run_1/layer_met1.png
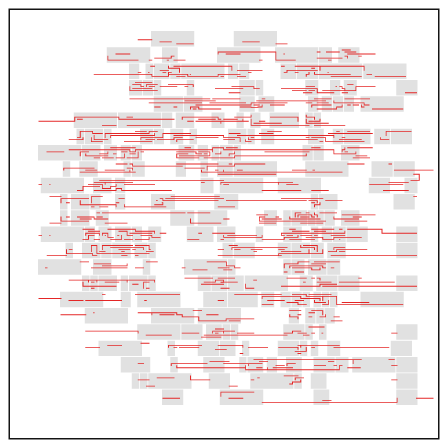
run_1/layer_met2.png
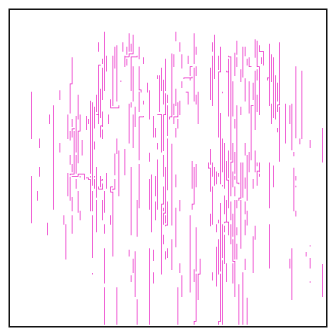
run_1/layer_met3.png
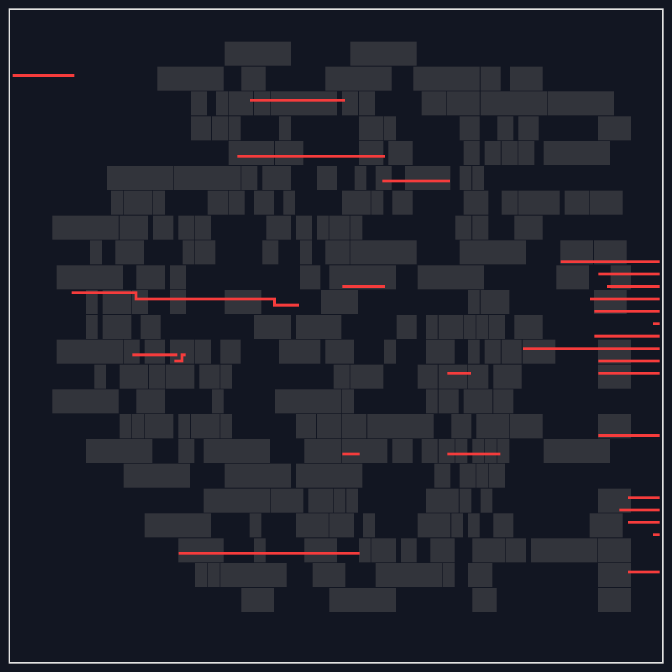
run_1/flops_by_reg.png
The bar under the picture is 20 um long. Other sequential cells in the stronger grey, the rest of the logic in the fainter grey.
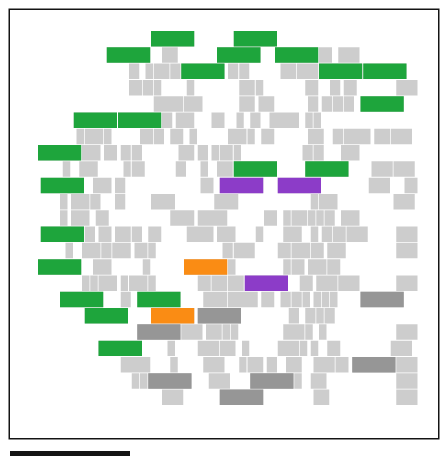
`src/rtl/ps2_pkg.sv`:
```
// Shared PS/2 mouse definitions: command/response bytes and the sequencer
// state encoding (also decoded by the debug display).
package ps2_pkg;

    localparam logic [7:0] CMD_ENABLE  = 8'hF4;
    localparam logic [7:0] CMD_DISABLE = 8'hF5;
    localparam logic [7:0] RSP_ACK     = 8'hFA;
    localparam logic [7:0] RSP_RESEND  = 8'hFE;
    localparam logic [7:0] RSP_ERROR   = 8'hFC;

    typedef enum logic [2:0] {
        ST_IDLE     = 3'd0,
        ST_SEND     = 3'd1,
        ST_WAIT_TX  = 3'd2,
        ST_WAIT_ACK = 3'd3,
        ST_DONE     = 3'd4,
        ST_FAIL     = 3'd5
    } seq_state_e;

    function automatic logic [7:0] cmd_for(input logic enable);
        return enable ? CMD_ENABLE : CMD_DISABLE;
    endfunction

endpackage

```
`src/rtl/ps2_mouse_cmd_sequencer_if.sv`:
```
// Control-path and PS/2 shim signals of the mouse command sequencer.
interface ps2_mouse_cmd_sequencer_if;

    logic       iStart;
    logic       iEnable;
    logic       iTxDone;
    logic       iTxError;
    logic [7:0] iRxData;
    logic       iRxValid;
    logic [7:0] oTxData;
    logic       oTxSend;
    logic       oBusy;
    logic       oDone;
    logic       oError;
    logic       oMouseEnabled;

    modport master (
        output iStart, iEnable, iTxDone, iTxError, iRxData, iRxValid,
        input  oTxData, oTxSend, oBusy, oDone, oError, oMouseEnabled
    );

    modport slave (
        input  iStart, iEnable, iTxDone, iTxError, iRxData, iRxValid,
        output oTxData, oTxSend, oBusy, oDone, oError, oMouseEnabled
    );

endinterface

```
`src/rtl/ps2_ack_timer.sv`:
```
// Acknowledge timeout counter: clear/enable up-counter that saturates at
// ACK_TIMEOUT-1 and flags that terminal count.
module ps2_ack_timer #(
    parameter int ACK_TIMEOUT = 2_000_000
) (
    input  logic clk_i,
    input  logic rst_i,
    input  logic clr_i,
    input  logic en_i,
    output logic tc_o
);

    localparam int            TW     = (ACK_TIMEOUT > 1) ? $clog2(ACK_TIMEOUT) : 1;
    localparam logic [TW-1:0] TC_VAL = TW'(ACK_TIMEOUT - 1);

    logic [TW-1:0] cnt_q, cnt_d;

    assign tc_o = (cnt_q == TC_VAL);

    always_comb begin
        cnt_d = cnt_q;
        if (clr_i) begin
            cnt_d = '0;
        end else if (en_i && !tc_o) begin
            cnt_d = cnt_q + TW'(1);
        end
    end

    always_ff @(posedge clk_i) begin
        if (rst_i) begin
            cnt_q <= '0;
        end else begin
            cnt_q <= cnt_d;
        end
    end

endmodule

```
`src/rtl/ps2_mouse_cmd_sequencer.sv`:
```
// Host-to-mouse PS/2 command sequencer: sends enable/disable, waits for the
// mouse acknowledge and retries on resend request, transmit error or timeout.
module ps2_mouse_cmd_sequencer
    import ps2_pkg::*;
#(
    parameter int ACK_TIMEOUT = 2_000_000,
    parameter int MAX_RETRIES = 3
) (
    input  logic iClk,
    input  logic iReset,
    ps2_mouse_cmd_sequencer_if.slave bus
);

    localparam int            RW          = (MAX_RETRIES > 0) ? $clog2(MAX_RETRIES + 1) : 1;
    localparam logic [RW-1:0] RETRY_LIMIT = RW'(MAX_RETRIES);

    seq_state_e    state_q, state_d;
    logic          start_q;
    logic [7:0]    cmd_q, cmd_d;
    logic          target_q, target_d;
    logic          pend_q, pend_d;
    logic          pend_en_q, pend_en_d;
    logic [RW-1:0] retry_q, retry_d;
    logic          mouse_en_q, mouse_en_d;

    logic req;
    logic next_en;
    logic do_retry;
    logic timer_clr;
    logic timer_en;
    logic timer_tc;

    assign req       = bus.iStart & ~start_q;
    // A request seen in the DONE/FAIL cycle itself overrides the stored one.
    assign next_en   = req ? bus.iEnable : pend_en_q;
    assign timer_clr = (state_q == ST_WAIT_TX) && bus.iTxDone && !bus.iTxError;
    assign timer_en  = (state_q == ST_WAIT_ACK);

    ps2_ack_timer #(
        .ACK_TIMEOUT(ACK_TIMEOUT)
    ) u_ack_timer (
        .clk_i(iClk),
        .rst_i(iReset),
        .clr_i(timer_clr),
        .en_i (timer_en),
        .tc_o (timer_tc)
    );

    // NOTE: every variable gets its default before the case, so no path
    // through this block can leave one unassigned and infer a latch.
    always_comb begin
        state_d    = state_q;
        cmd_d      = cmd_q;
        target_d   = target_q;
        pend_d     = pend_q;
        pend_en_d  = pend_en_q;
        retry_d    = retry_q;
        mouse_en_d = mouse_en_q;
        do_retry   = 1'b0;

        if (req && state_q != ST_IDLE) begin
            pend_d    = 1'b1;
            pend_en_d = bus.iEnable;
        end

        case (state_q)
            ST_IDLE: begin
                if (req) begin
                    cmd_d    = cmd_for(bus.iEnable);
                    target_d = bus.iEnable;
                    retry_d  = '0;
                    state_d  = ST_SEND;
                end
            end
            ST_SEND: state_d = ST_WAIT_TX;
            ST_WAIT_TX: begin
                if (bus.iTxError) begin
                    do_retry = 1'b1;
                end else if (bus.iTxDone) begin
                    state_d = ST_WAIT_ACK;
                end
            end
            ST_WAIT_ACK: begin
                // Any valid byte, even a stray one, outranks the timeout.
                if (bus.iRxValid) begin
                    case (bus.iRxData)
                        RSP_ACK:    state_d  = ST_DONE;
                        RSP_RESEND: do_retry = 1'b1;
                        RSP_ERROR:  state_d  = ST_FAIL;
                        default:    ;
                    endcase
                end else if (timer_tc) begin
                    do_retry = 1'b1;
                end
            end
            ST_DONE, ST_FAIL: begin
                if (state_q == ST_DONE) begin
                    mouse_en_d = target_q;
                end
                if (req || pend_q) begin
                    cmd_d    = cmd_for(next_en);
                    target_d = next_en;
                    pend_d   = 1'b0;
                    retry_d  = '0;
                    state_d  = ST_SEND;
                end else begin
                    state_d = ST_IDLE;
                end
            end
            default: state_d = ST_IDLE;
        endcase

        if (do_retry) begin
            if (retry_q < RETRY_LIMIT) begin
                retry_d = retry_q + RW'(1);
                state_d = ST_SEND;
            end else begin
                state_d = ST_FAIL;
            end
        end
    end

    // NOTE: state registers use non-blocking assignments so every flop samples
    // the pre-edge values, independent of statement order.
    always_ff @(posedge iClk) begin
        if (iReset) begin
            state_q    <= ST_IDLE;
            start_q    <= 1'b0;
            cmd_q      <= 8'h00;
            target_q   <= 1'b0;
            pend_q     <= 1'b0;
            pend_en_q  <= 1'b0;
            retry_q    <= '0;
            mouse_en_q <= 1'b0;
        end else begin
            state_q    <= state_d;
            start_q    <= bus.iStart;
            cmd_q      <= cmd_d;
            target_q   <= target_d;
            pend_q     <= pend_d;
            pend_en_q  <= pend_en_d;
            retry_q    <= retry_d;
            mouse_en_q <= mouse_en_d;
        end
    end

    assign bus.oTxData       = cmd_q;
    assign bus.oTxSend       = (state_q == ST_SEND);
    assign bus.oBusy         = (state_q != ST_IDLE);
    assign bus.oDone         = (state_q == ST_DONE);
    assign bus.oError        = (state_q == ST_FAIL);
    assign bus.oMouseEnabled = mouse_en_q;

endmodule

```
`src/flat_wrapper.sv`:
```
// flat-port wrapper written by rule: the top's interface ports become plain ports
module ps2_mouse_cmd_sequencer_flat import ps2_pkg::*;
#(
    parameter int ACK_TIMEOUT = 2_000_000,
    parameter int MAX_RETRIES = 3
)
  (iClk, iReset, bus_iStart, bus_iEnable, bus_iTxDone, bus_iTxError, bus_iRxData, bus_iRxValid, bus_oTxData, bus_oTxSend, bus_oBusy, bus_oDone, bus_oError, bus_oMouseEnabled);
  ps2_mouse_cmd_sequencer_if bus_i ();
  input  logic iClk;
  input  logic iReset;
  input wire logic [$bits(bus_i.iStart)-1:0] bus_iStart;
  input wire logic [$bits(bus_i.iEnable)-1:0] bus_iEnable;
  input wire logic [$bits(bus_i.iTxDone)-1:0] bus_iTxDone;
  input wire logic [$bits(bus_i.iTxError)-1:0] bus_iTxError;
  input wire logic [$bits(bus_i.iRxData)-1:0] bus_iRxData;
  input wire logic [$bits(bus_i.iRxValid)-1:0] bus_iRxValid;
  output wire logic [$bits(bus_i.oTxData)-1:0] bus_oTxData;
  output wire logic [$bits(bus_i.oTxSend)-1:0] bus_oTxSend;
  output wire logic [$bits(bus_i.oBusy)-1:0] bus_oBusy;
  output wire logic [$bits(bus_i.oDone)-1:0] bus_oDone;
  output wire logic [$bits(bus_i.oError)-1:0] bus_oError;
  output wire logic [$bits(bus_i.oMouseEnabled)-1:0] bus_oMouseEnabled;
  assign bus_i.iStart = bus_iStart;
  assign bus_i.iEnable = bus_iEnable;
  assign bus_i.iTxDone = bus_iTxDone;
  assign bus_i.iTxError = bus_iTxError;
  assign bus_i.iRxData = bus_iRxData;
  assign bus_i.iRxValid = bus_iRxValid;
  assign bus_oTxData = bus_i.oTxData;
  assign bus_oTxSend = bus_i.oTxSend;
  assign bus_oBusy = bus_i.oBusy;
  assign bus_oDone = bus_i.oDone;
  assign bus_oError = bus_i.oError;
  assign bus_oMouseEnabled = bus_i.oMouseEnabled;
  ps2_mouse_cmd_sequencer #(.ACK_TIMEOUT(ACK_TIMEOUT), .MAX_RETRIES(MAX_RETRIES)) u_core (.iClk(iClk), .iReset(iReset), .bus(bus_i));
endmodule
```
`config.mk`:
```
export PLATFORM = sky130hd
export DESIGN_NAME = ps2_mouse_cmd_sequencer_flat
export DESIGN_NICKNAME = d
export VERILOG_FILES = /design/src/rtl/ps2_pkg.sv /design/src/rtl/ps2_mouse_cmd_sequencer_if.sv /design/src/rtl/ps2_ack_timer.sv /design/src/rtl/ps2_mouse_cmd_sequencer.sv /design/src/flat_wrapper.sv
export SDC_FILE = /design/constraint.sdc
export NUM_CORES = 1
export LEC_CHECK = 0
export CAP_MARGIN = 10
export CORE_MARGIN = 3
export CORE_UTILIZATION = 40
export DETAILED_ROUTE_END_ITERATION = 12
export GPL_ROUTABILITY_DRIVEN = 0
export SLEW_MARGIN = 10
export SYNTH_ARGS = -nofsm -noshare
export SYNTH_HDL_FRONTEND = slang
export SYNTH_SLANG_ARGS = --single-unit
```
`constraint.sdc`:
```
create_clock -name iClk -period 3.7 [get_ports iClk]
set_input_delay 0.74 -clock iClk [delete_from_list [all_inputs] [get_ports iClk]]
set_output_delay 0.74 -clock iClk [all_outputs]
set_load 0.1 [all_outputs]
```
==> ci_impl_report.md, run 1 <==
## Synthesis and layout report

| Metric | Value |
|---|---|
| DP Worst Slack | 1.06 ns |
| Ys Warns | 0 |
| Post-CTS setup buffers | 0 |
| Combinational share of cell area | between 40 and 50% |
| Biggest register | u_core.u_ack_timer.cnt_q |
| Setup Viol. Count Final | 0 |
| Num ports | 28 |
| Clock buffers | 6 |
| # H-tree levels | 2 |
| Number of fillers in the final layout | 391 |
| CTS tree | done |
| Cell Chain, Critical Path | clkdlybuf4s50_1 |
| Relative slew margins | a little over a third |
| Non-CTS inverters | 3 |
| Combinational power | 165 uW |
| Hold WS | 0.469 ns |
| Wire length on met2 | 1790 um |
| Asr flop ratio synth | 0% |
| Synth area leader | dfxtp_1 |
| Root Driver | clkbuf_8 |
| Placed inst area | 0.00195 mm2 |
| Initial detailed-routing violation count | 125 |
| Inst Count DP | around 270 |
| Antenna diodes | 0 |
| Setup TNS Final | 0 ns |
| First-pass GRT wire length | 6600 um |
| Dominant Register Cell | dfxtp_1 |
| Cells in synth_stat.txt | 208 |
| Switching power | 256 uW |
| Final Skew | between 0.009 and 0.01 ns |
| R2r worst-path depth | 5 |
| Seq/Total Area, Yosys | 38.6% |
| Status | finished, final reports clean |
| Crit-path max cell delay | 1.17 ns |
| Most common cell in the synthesized netlist | dfxtp_1 |
| Crit path max-delay family | buffers and inverters |
| Rows | 23 |
| Core area | 0.00406 mm2 |
| Number of enable flip-flop cells | 0 |
| Tapcells | 50 |
| Crit path required time | 2.96 ns |
| Layout clock area frac | 4.06% |
| Non-clock buffer area fraction after layout | 12.2% |
| Cycle use final | 71.1% |
| Routed met1 length | around 1800 um |
| Met3 wire length | approximately 200 um |
| Area leader share | 38.6% |
Back to the opening pictures, layer_met1.png:
- longest straight run: 23.5 um
- nets with wire on the layer: 221
- share of all routed wire: 47%
- main direction: horizontal
- wire length on this layer: 1830 um
final WL: 3860 um
total number of vias: 1532

Back to the opening pictures, layer_met2.png:
- main direction: vertical
- longest straight run: 23.5 um
- share of all routed wire: 46%
GR Util met2: 25.9%

Back to the opening pictures, layer_met3.png:
- nets with wire on the layer: 23
- share of all routed wire: 5.1%
routing usage on met3: 4.63%

Back to the opening pictures, flops_by_reg.png:
- `u_core.retry_q`: orange (flops 2)
- `u_core.u_ack_timer.cnt_q`: green (flops 21)
- `u_core.state_q`: purple (flops 3)
- not coloured: 7
Flop+latch power: 376 uW
Reg area: 661 um2
flop share of the area: 32.5%

## run 1: routing by layer
layer / vias to the layer above / global-route usage [%]
met3: 7 / 4.63
met4: 0 / 7.72
met1: 710 / 20.7
li1: 782 / -
met5: - / 0
met2: 33 / 25.9
## run 1: how the worst min path moves through the flow
stage                     startpoint               end  slack [ns]  depth (start not counted)
floorplan           u_core.pend_en_q  u_core.pend_en_q        0.44                          2
global placement    u_core.pend_en_q  u_core.pend_en_q        0.45                          2
detailed placement  u_core.pend_en_q  u_core.pend_en_q        0.46                          2
CTS                 u_core.pend_en_q  u_core.pend_en_q        0.47                          2
global route        u_core.pend_en_q  u_core.pend_en_q        0.49                          2
finish              u_core.pend_en_q  u_core.pend_en_q        0.47                          2
## run 1: placed cells by master, fill, tap and decap left out, types with 5 or more instances in the layout
| master | instances |
|---|---|
| xor2_1 | 5 |
| clkdlybuf4s50_1 | 21 |
| xnor2_1 | 6 |
| o21ai_0 | 7 |
| nor3_1 | 7 |
| nand4_1 | 7 |
| buf_4 | 5 |
| nand2_1 | 14 |
| dfxtp_1 | 33 |
| nor2_1 | 31 |
| a21oi_1 | 11 |
| or3_1 | 5 |
| clkbuf_8 | 5 |
| nand3_1 | 9 |
## run 1: logic make-up (layout without fill, tap and decap cells)
kind of cell | count (synthesis) | after routing | share of synthesized area (%)
AND-OR/OR-AND | 35 | 35 | 13.5
XOR/XNOR | 11 | 11 | 5.62
adder cells (fa/ha/maj) | 2 | 2 | 1.46
buffers and inverters | 17 | 37 | 5.19
flip-flops | 33 | 33 | 38.6
multiplexers | 6 | 6 | 3.65
other | 1 | 2 | 0.219
AND/OR/NAND/NOR | 103 | 103 | 31.8
run_1/congestion.png
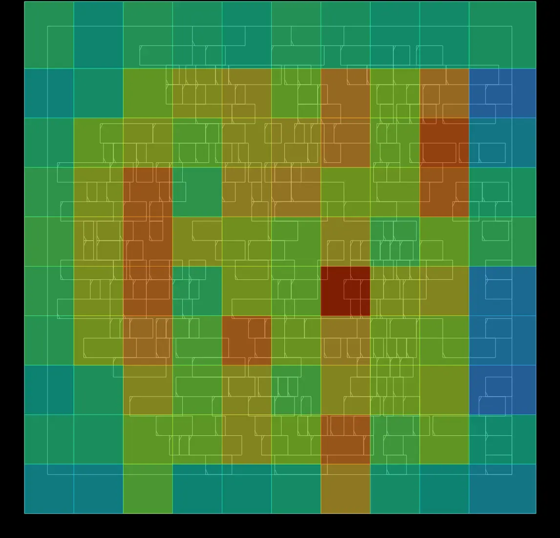

==> run 1 -> run 2 <==
Settings changed: PLACE_DENSITY set to 0.65.
Clock period 3.7 ns to 2.25 ns, I/O delays scaled along.
run_2/congestion.png
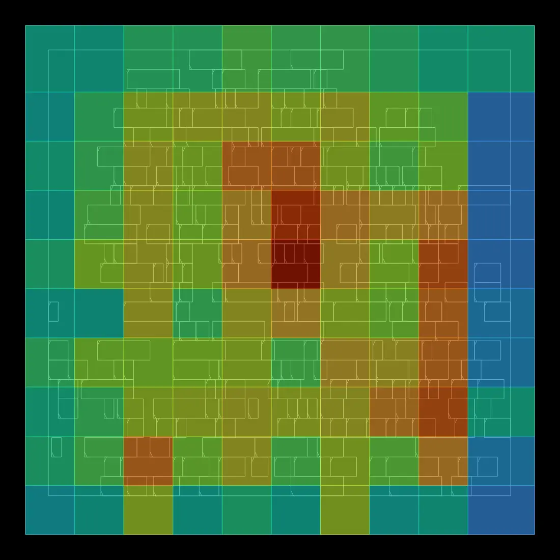
GR Util met2: 27.8%
met1 usage: 20.4%
GR peak layer: met2
routing usage on met3: 3.51%
routed len/inst: 13.5 um

run_2/flops_by_reg.png
The bar under the picture is 20 um long. Other sequential cells in the stronger grey, the rest of the logic in the fainter grey.
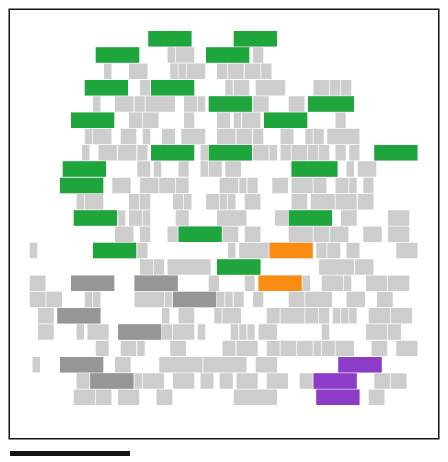
- `u_core.state_q`: purple (flops 3)
- `u_core.retry_q`: orange (flops 2)
- `u_core.u_ack_timer.cnt_q`: green (flops 21)
- not coloured: 7
flop share of the area: 30.1%
Reg area: 663 um2
Flop+latch power: 609 uW
Final Core Density: 54.4%

==> ci_impl_report.md, run 2 <==
## Synthesis and layout report

| Metric | Value |
|---|---|
| Hold WS | 0.463 ns (-0.00601 ns) |
| Asr flop ratio synth | 0% (unchanged) |
| Cycle use final | 95.9% |
| Critical path launch point type | flip-flop |
| Crit path buf inv count | 0 |
| Top cells by count | 33 x dfxtp_1, 31 x nor2_1, 14 x nand2_1, 11 x a21oi_1, 9 x nand3_1 |
| Setup Viol. Count Final | 0 (unchanged) |
| Period minus WS final | 2.16 ns |
| Dominant Register Cell | dfxtp_1 |
| Share of layout cells above drive strength 1 | 21.7% |
| Most common cell in the synthesized netlist | dfxtp_1 |
| Top cells, area | dfxtp_1 39%, nor2_1 6.8%, a21oi_1 3.2%, nand2_1 3.1%, xnor2_1 3.1% |
| Hold Path Class | reg2reg |
| Routed met1 length | 1800 um (-1.9%) |
| Antenna diodes | 0 (unchanged) |
| Netlist cell types | 47 |
| Core area | 0.00406 mm2 (unchanged) |
| Combinational share of power | 23.9% |
| Latency at later pin | 0.28 ns |
| Final Hold Fails | 0 |
| Clock transition at path regs | about 0.07 ns |
| Top logic cells by instance count in the layout | 31 x dfxtp_1, 30 x nor2_1, 25 x buf_4 |
| Switching power | 414 uW (+62%) |
| Avg Synthesized Cell Area | 8.24 um2 |
| Antenna violations before repair | 0 |
| CTS tree | done |
| Chip area in the Yosys report | 0.00171 mm2 |
| Crit-path max cell delay | 0.55 ns (-0.62 ns) |
| Vias in the first global route | 1523 |
| DP Wirelength | 2930 um |
| Area leader share | 38.6% (unchanged) |
| Wire length on met2 | 1930 um (+7.9%) |
| Initial detailed-routing violation count | 65 (-48%) |
| Met3 wire length | 183 um (-7.1%) |
| Clock buffer count from CTS | 5 |
| Biggest register | u_core.u_ack_timer.cnt_q |
| Non-filler instance count after layout | a little under 300 |
| Final Skew | 0.00840 ns (-0.000758 ns) |
| Power Total | approximately 1.3 mW |
| Post-Syn Instances | 208 |
| Final instance area | approximately 0.0022 mm2 |
| Worst vdd ir | 518 uV |
| Fp util | 42.2% |
| Hold_buf cts | 0 |
| Cell Chain, Critical Path | ha_2 > nand4_1 > or2_4 > or4_4 > a21oi_4 > mux2_2 |
| Largest net degree at the start of global routing | 19 |
| Worst-Margin Slew | 0.531 ns |
| Crit path max-delay family | simple AND/OR/NAND/NOR gates |
| Crit path required time | 2.41 ns (-0.55 ns) |
| Tool warnings | 26 |
| Setup TNS Final | 0 ns (unchanged) |
| Num ports | 28 (unchanged) |
| Synth area leader | dfxtp_1 |
| Number of enable flip-flop cells | 0 (unchanged) |
| Worst setup EP type | flip-flop |
| Final Max Slew Viols | 0 |
| Inst Count DP | 287 (+5.9%) |
| Placed inst area | 0.00211 mm2 (+8.2%) |
| Arr. time, crit path | 2.32 ns |
| Sw frac | 31.4% |
| Relative slew margins | 64.3% (+29 points) |
| Rows | 23 (unchanged) |
| Ys Warns | 0 (unchanged) |
| DRC | 0 |
| Maximum clock path buffer count | 2 |
| Status | finished, final reports clean |
| Sequential power share | 46.2% |
| Root Driver | clkbuf_8 |
| Largest register FFs | 21 |
| Mapped cell area | ~0.0017 mm2 |
| Max layer used | met4 |
| DP Worst Slack | -0.0239 ns (-1.08 ns) |
| Die Span Y | 71.4 um |
| Largest registers | u_core.u_ack_timer.cnt_q (21), u_core.state_q (3) |
| # H-tree levels | 2 (unchanged) |
| First-pass GRT wire length | 6740 um (+2.1%) |
| Router iterations before antenna repair | 4 |
| Cells in synth_stat.txt | 208 (unchanged) |
| Die x size | between 70 and 80 um |
| Critical-path maximum fanout | 5 |
| Int Power | 904 uW |
| Seq/Total Area, Yosys | 38.6% (unchanged) |
| Ys flops | 33 |
| Commonest Layout Cell | dfxtp_1 |
| Final worst slack | 0.0927 ns |
run_2/layer_met2.png
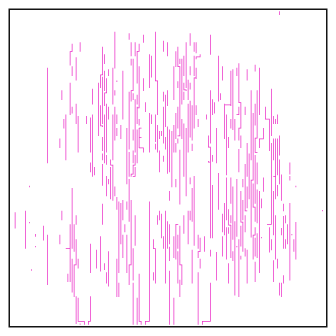
- longest straight run: 27.0 um
- share of all routed wire: 49%
- nets with wire on the layer: 220
- wire length on this layer: 1930 um
final WL: 3960 um
total number of vias: 1594

## run 2: timing repair
action | in CTS | in global routing
gates resized | 4 | 2
buffers inserted | 0 | 1
endpoints found under the setup margin | 2 | 3
## run 2: worst register-to-register path: cells and delay by family (launching register included)
kind                     cells  cell delay, ns
AND-OR/OR-AND                1            0.18
adder cells (fa/ha/maj)      1            0.21
flip-flops                   1            0.36
multiplexers                 1            0.35
AND/OR/NAND/NOR              3            0.94
## run 2: power groups by stage
stage	Clock, mW	Combinational [mW]	Sequential (mW)
global placement	0	0.312	0.621
CTS	0.413	0.316	0.609
global route	0.433	0.331	0.611
detailed placement	0	0.314	0.622
floorplan	0	0.202	0.643
finish	0.394	0.315	0.609
## run 2: final timing paths
check	slack [ns]	depth (start not counted)	start	end
worst min-delay path	0.46	2	u_core.pend_en_q	u_core.pend_en_q
worst max-delay path	0.09	6	u_core.u_ack_timer.cnt_q[0]	u_core.retry_q[0]
worst max register to register	0.09	6	u_core.u_ack_timer.cnt_q[0]	u_core.retry_q[0]
worst min register to register	0.46	2	u_core.pend_en_q	u_core.pend_en_q
## run 2: layout make-up
type	instances	area, um2
clock buffer	5	68.8
clock inverter	1	5.00
fill	387	1850
inverter	3	11.3
multi-input combinational	159	987
sequential	33	663
tap	50	62.6
timing repair buffer	43	408
## run 2: kinds of logic (layout without fill, tap and decap cells)
family          after synthesis  in the layout  share of synthesized area [%]
fa+ha+maj                     2              2                           1.46
xor+xnor                     11             11                           5.62
mux                           6              6                           3.65
buf+inv                      17             52                           5.19
simple gates                103            103                           31.8
compound gates               35             35                           13.5
flops                        33             33                           38.6
other cells                   1              2                          0.219
==> run 2 -> run 3 <==
Settings changed: HOLD_SLACK_MARGIN set to 0.05, SKIP_LAST_GASP set to 1.
run_3/flops_by_reg.png
The bar under the picture is 20 um long. Other sequential cells in the stronger grey, the rest of the logic in the fainter grey.
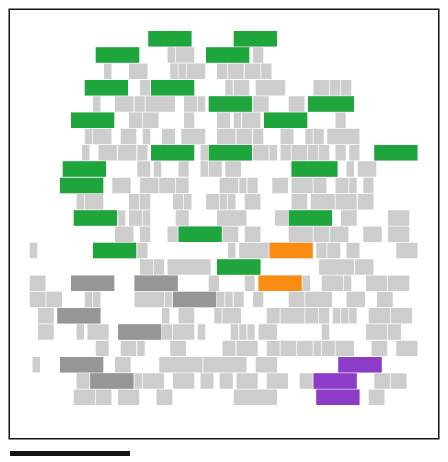
- `u_core.retry_q`: orange (flops 2)
- `u_core.state_q`: purple (flops 3)
- `u_core.u_ack_timer.cnt_q`: green (flops 21)

run_3/layer_met2.png
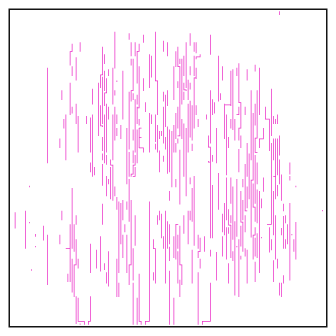
- longest straight run: 27.0 um
- main direction: vertical
- nets with wire on the layer: 220

run_3/congestion.png
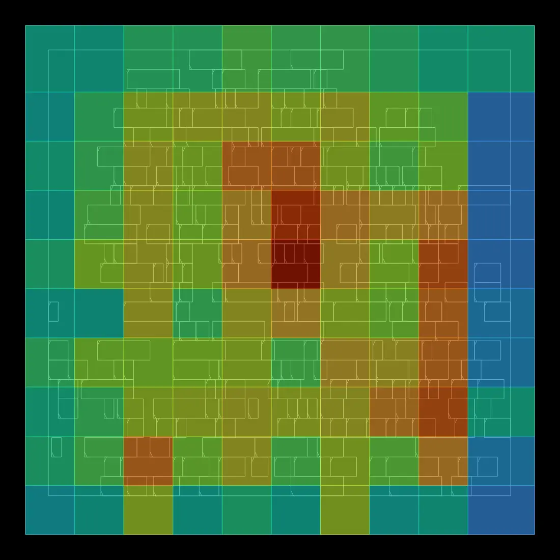
gr usage total: 16.3%

==> ci_impl_report.md, run 3 <==
## Synthesis and layout report

| Metric | Value |
|---|---|
| Status | finished, final reports clean |
| Top logic family | simple AND/OR/NAND/NOR gates |
| Cell Chain, Critical Path | ha_2 > nand4_1 > or2_4 > or4_4 > a21oi_4 > mux2_2 |
| Num ports | 28 (unchanged) |
| Routed met1 length | 1800 um (unchanged) |
| Asr flop ratio synth | 0% (unchanged) |
| Tool warnings | 26 (unchanged) |
| Antenna violations before repair | 0 (unchanged) |
| Crit path buf inv count | 0 (unchanged) |
| Period minus WS final | 2.16 ns (unchanged) |
| Critical-path maximum fanout | 5 (unchanged) |
| Largest register FFs | 21 (unchanged) |
| Most common cell in the synthesized netlist | dfxtp_1 |
| Relative slew margins | 64.3% (unchanged) |
| Final Core Density | 54.4% (unchanged) |
| Commonest Layout Cell | dfxtp_1 |
| Final WL | 3960 um (unchanged) |
| Power Total | 1.32 mW (unchanged) |
| Die Span Y | 71.4 um (unchanged) |
| Chip area in the Yosys report | 0.00171 mm2 (unchanged) |
| Root Driver | clkbuf_8 |
| Crit path max-delay family | simple AND/OR/NAND/NOR gates |
| Worst setup EP type | flip-flop |
| Latency at later pin | 0.28 ns (about the same) |
| Largest registers | u_core.u_ack_timer.cnt_q (21), u_core.state_q (3) |
| Crit path required time | 2.41 ns (about the same) |
| Worst-Margin Slew | 0.531 ns (unchanged) |
| Biggest register | u_core.u_ack_timer.cnt_q |
| Synth area leader | dfxtp_1 |
| Routed len/inst | 13.5 um (unchanged) |
| Top cells, area | dfxtp_1 39%, nor2_1 6.8%, a21oi_1 3.2%, nand2_1 3.1%, xnor2_1 3.1% |
| XORs/XNORs by Area | 5.62% (unchanged) |
| DP Wirelength | 2930 um (unchanged) |
| Setup TNS Final | 0 ns (unchanged) |
| Ys flops | 33 (unchanged) |
| Hold_buf cts | 0 (unchanged) |
| Core area | 0.00406 mm2 (unchanged) |
| Share of layout cells above drive strength 1 | 21.7% (unchanged) |
| Netlist cell types | 47 (unchanged) |
| Post-Syn Instances | 208 (unchanged) |
| Clock transition at path regs | 0.07 ns (about the same) |
| Number of enable flip-flop cells | 0 (unchanged) |
| Avg Synthesized Cell Area | 8.24 um2 (unchanged) |
| Largest net degree at the start of global routing | 19 (unchanged) |
| Arr. time, crit path | 2.32 ns (about the same) |
| Hold Path Class | reg2reg |
| Top cells by count | 33 x dfxtp_1, 31 x nor2_1, 14 x nand2_1, 11 x a21oi_1, 9 x nand3_1 |
| Total number of vias | 1594 (unchanged) |
| Critical path depth in cells | 6 (unchanged) |
| Final instance area | 0.00221 mm2 (unchanged) |
| Rows | 23 (unchanged) |
| Max layer used | met4 |
| CTS tree | done |
| Hold Path Stages | 2 (unchanged) |
| Placed inst area | 0.00211 mm2 (unchanged) |
| Setup Viol. Count Final | 0 (unchanged) |
| Cells in synth_stat.txt | 208 (unchanged) |
| Wire length on met2 | 1930 um (unchanged) |
| Inst Count DP | 287 (unchanged) |
| Worst vdd ir | 518 uV (unchanged) |
| DP Worst Slack | -0.0239 ns (unchanged) |
| Clock buffer count from CTS | 5 (unchanged) |
| Maximum clock path buffer count | 2 (unchanged) |
| AO/OA Area Share | 13.5% (unchanged) |
| Hold WS | 0.463 ns (unchanged) |
| Mapped cell area | 0.00171 mm2 (unchanged) |
| Final Hold Fails | 0 (unchanged) |
| R2r worst-path depth | 6 (unchanged) |
| Top logic cells by instance count in the layout | 31 x dfxtp_1, 30 x nor2_1, 25 x buf_4 |
[run 3: cell counts after synthesis]
Identical to the previous run, type by type.
[run 3: repair_timing]
| item | 4_1_cts | 5_1_grt |
|---|---|---|
| resized | 4 | 2 |
| buffers inserted | 0 | 1 |
| setup endpoints to repair | 2 | 3 |
| pin swaps | 0 | 0 |
[run 3: final cells by class]
class                      instances  area [um2]
fill                             387        1850
sequential                        33         663
multi-input combinational        159         987
inverter                           3        11.3
clock inverter                     1        5.00
clock buffer                       5        68.8
tap                               50        62.6
timing repair buffer              43         408
[run 3: worst register-to-register path, stage by stage (launching register included)]
cell and delay, ns:
dfxtp_2 0.36, ha_2 0.21, nand4_1 0.13, or2_4 0.26
or4_4 0.55, a21oi_4 0.18, mux2_2 0.35
[run 3: power by group]
| group | internal [mW] | total, mW | switching (mW) |
|---|---|---|---|
| Combinational | 0.102 | 0.315 | 0.213 |
| Sequential | 0.599 | 0.609 | 0.00959 |
| Clock | 0.203 | 0.394 | 0.191 |
| Total | 0.904 | 1.32 | 0.414 |
[run 3: logic make-up after synthesis]
kind of cell    Yosys count
simple gates            103
compound gates           35
flops                    33
buf+inv                  17
xor+xnor                 11
mux                       6
fa+ha+maj                 2
other cells               1
[run 3: worst paths after layout]
kind | from | to | slack (ns)
setup / recovery | u_core.u_ack_timer.cnt_q[0] | u_core.retry_q[0] | 0.09
hold / removal | u_core.pend_en_q | u_core.pend_en_q | 0.46
setup reg to reg | u_core.u_ack_timer.cnt_q[0] | u_core.retry_q[0] | 0.09
hold reg to reg | u_core.pend_en_q | u_core.pend_en_q | 0.46
[run 3: per-layer routing]
metal | vias to the layer above | GRT usage, %
met5 | - | 0
met4 | 0 | 5.64
met3 | 4 | 3.51
met2 | 31 | 27.8
met1 | 749 | 20.4
li1 | 810 | -
No activity file was given, so power comes from the tool's default toggle rates.
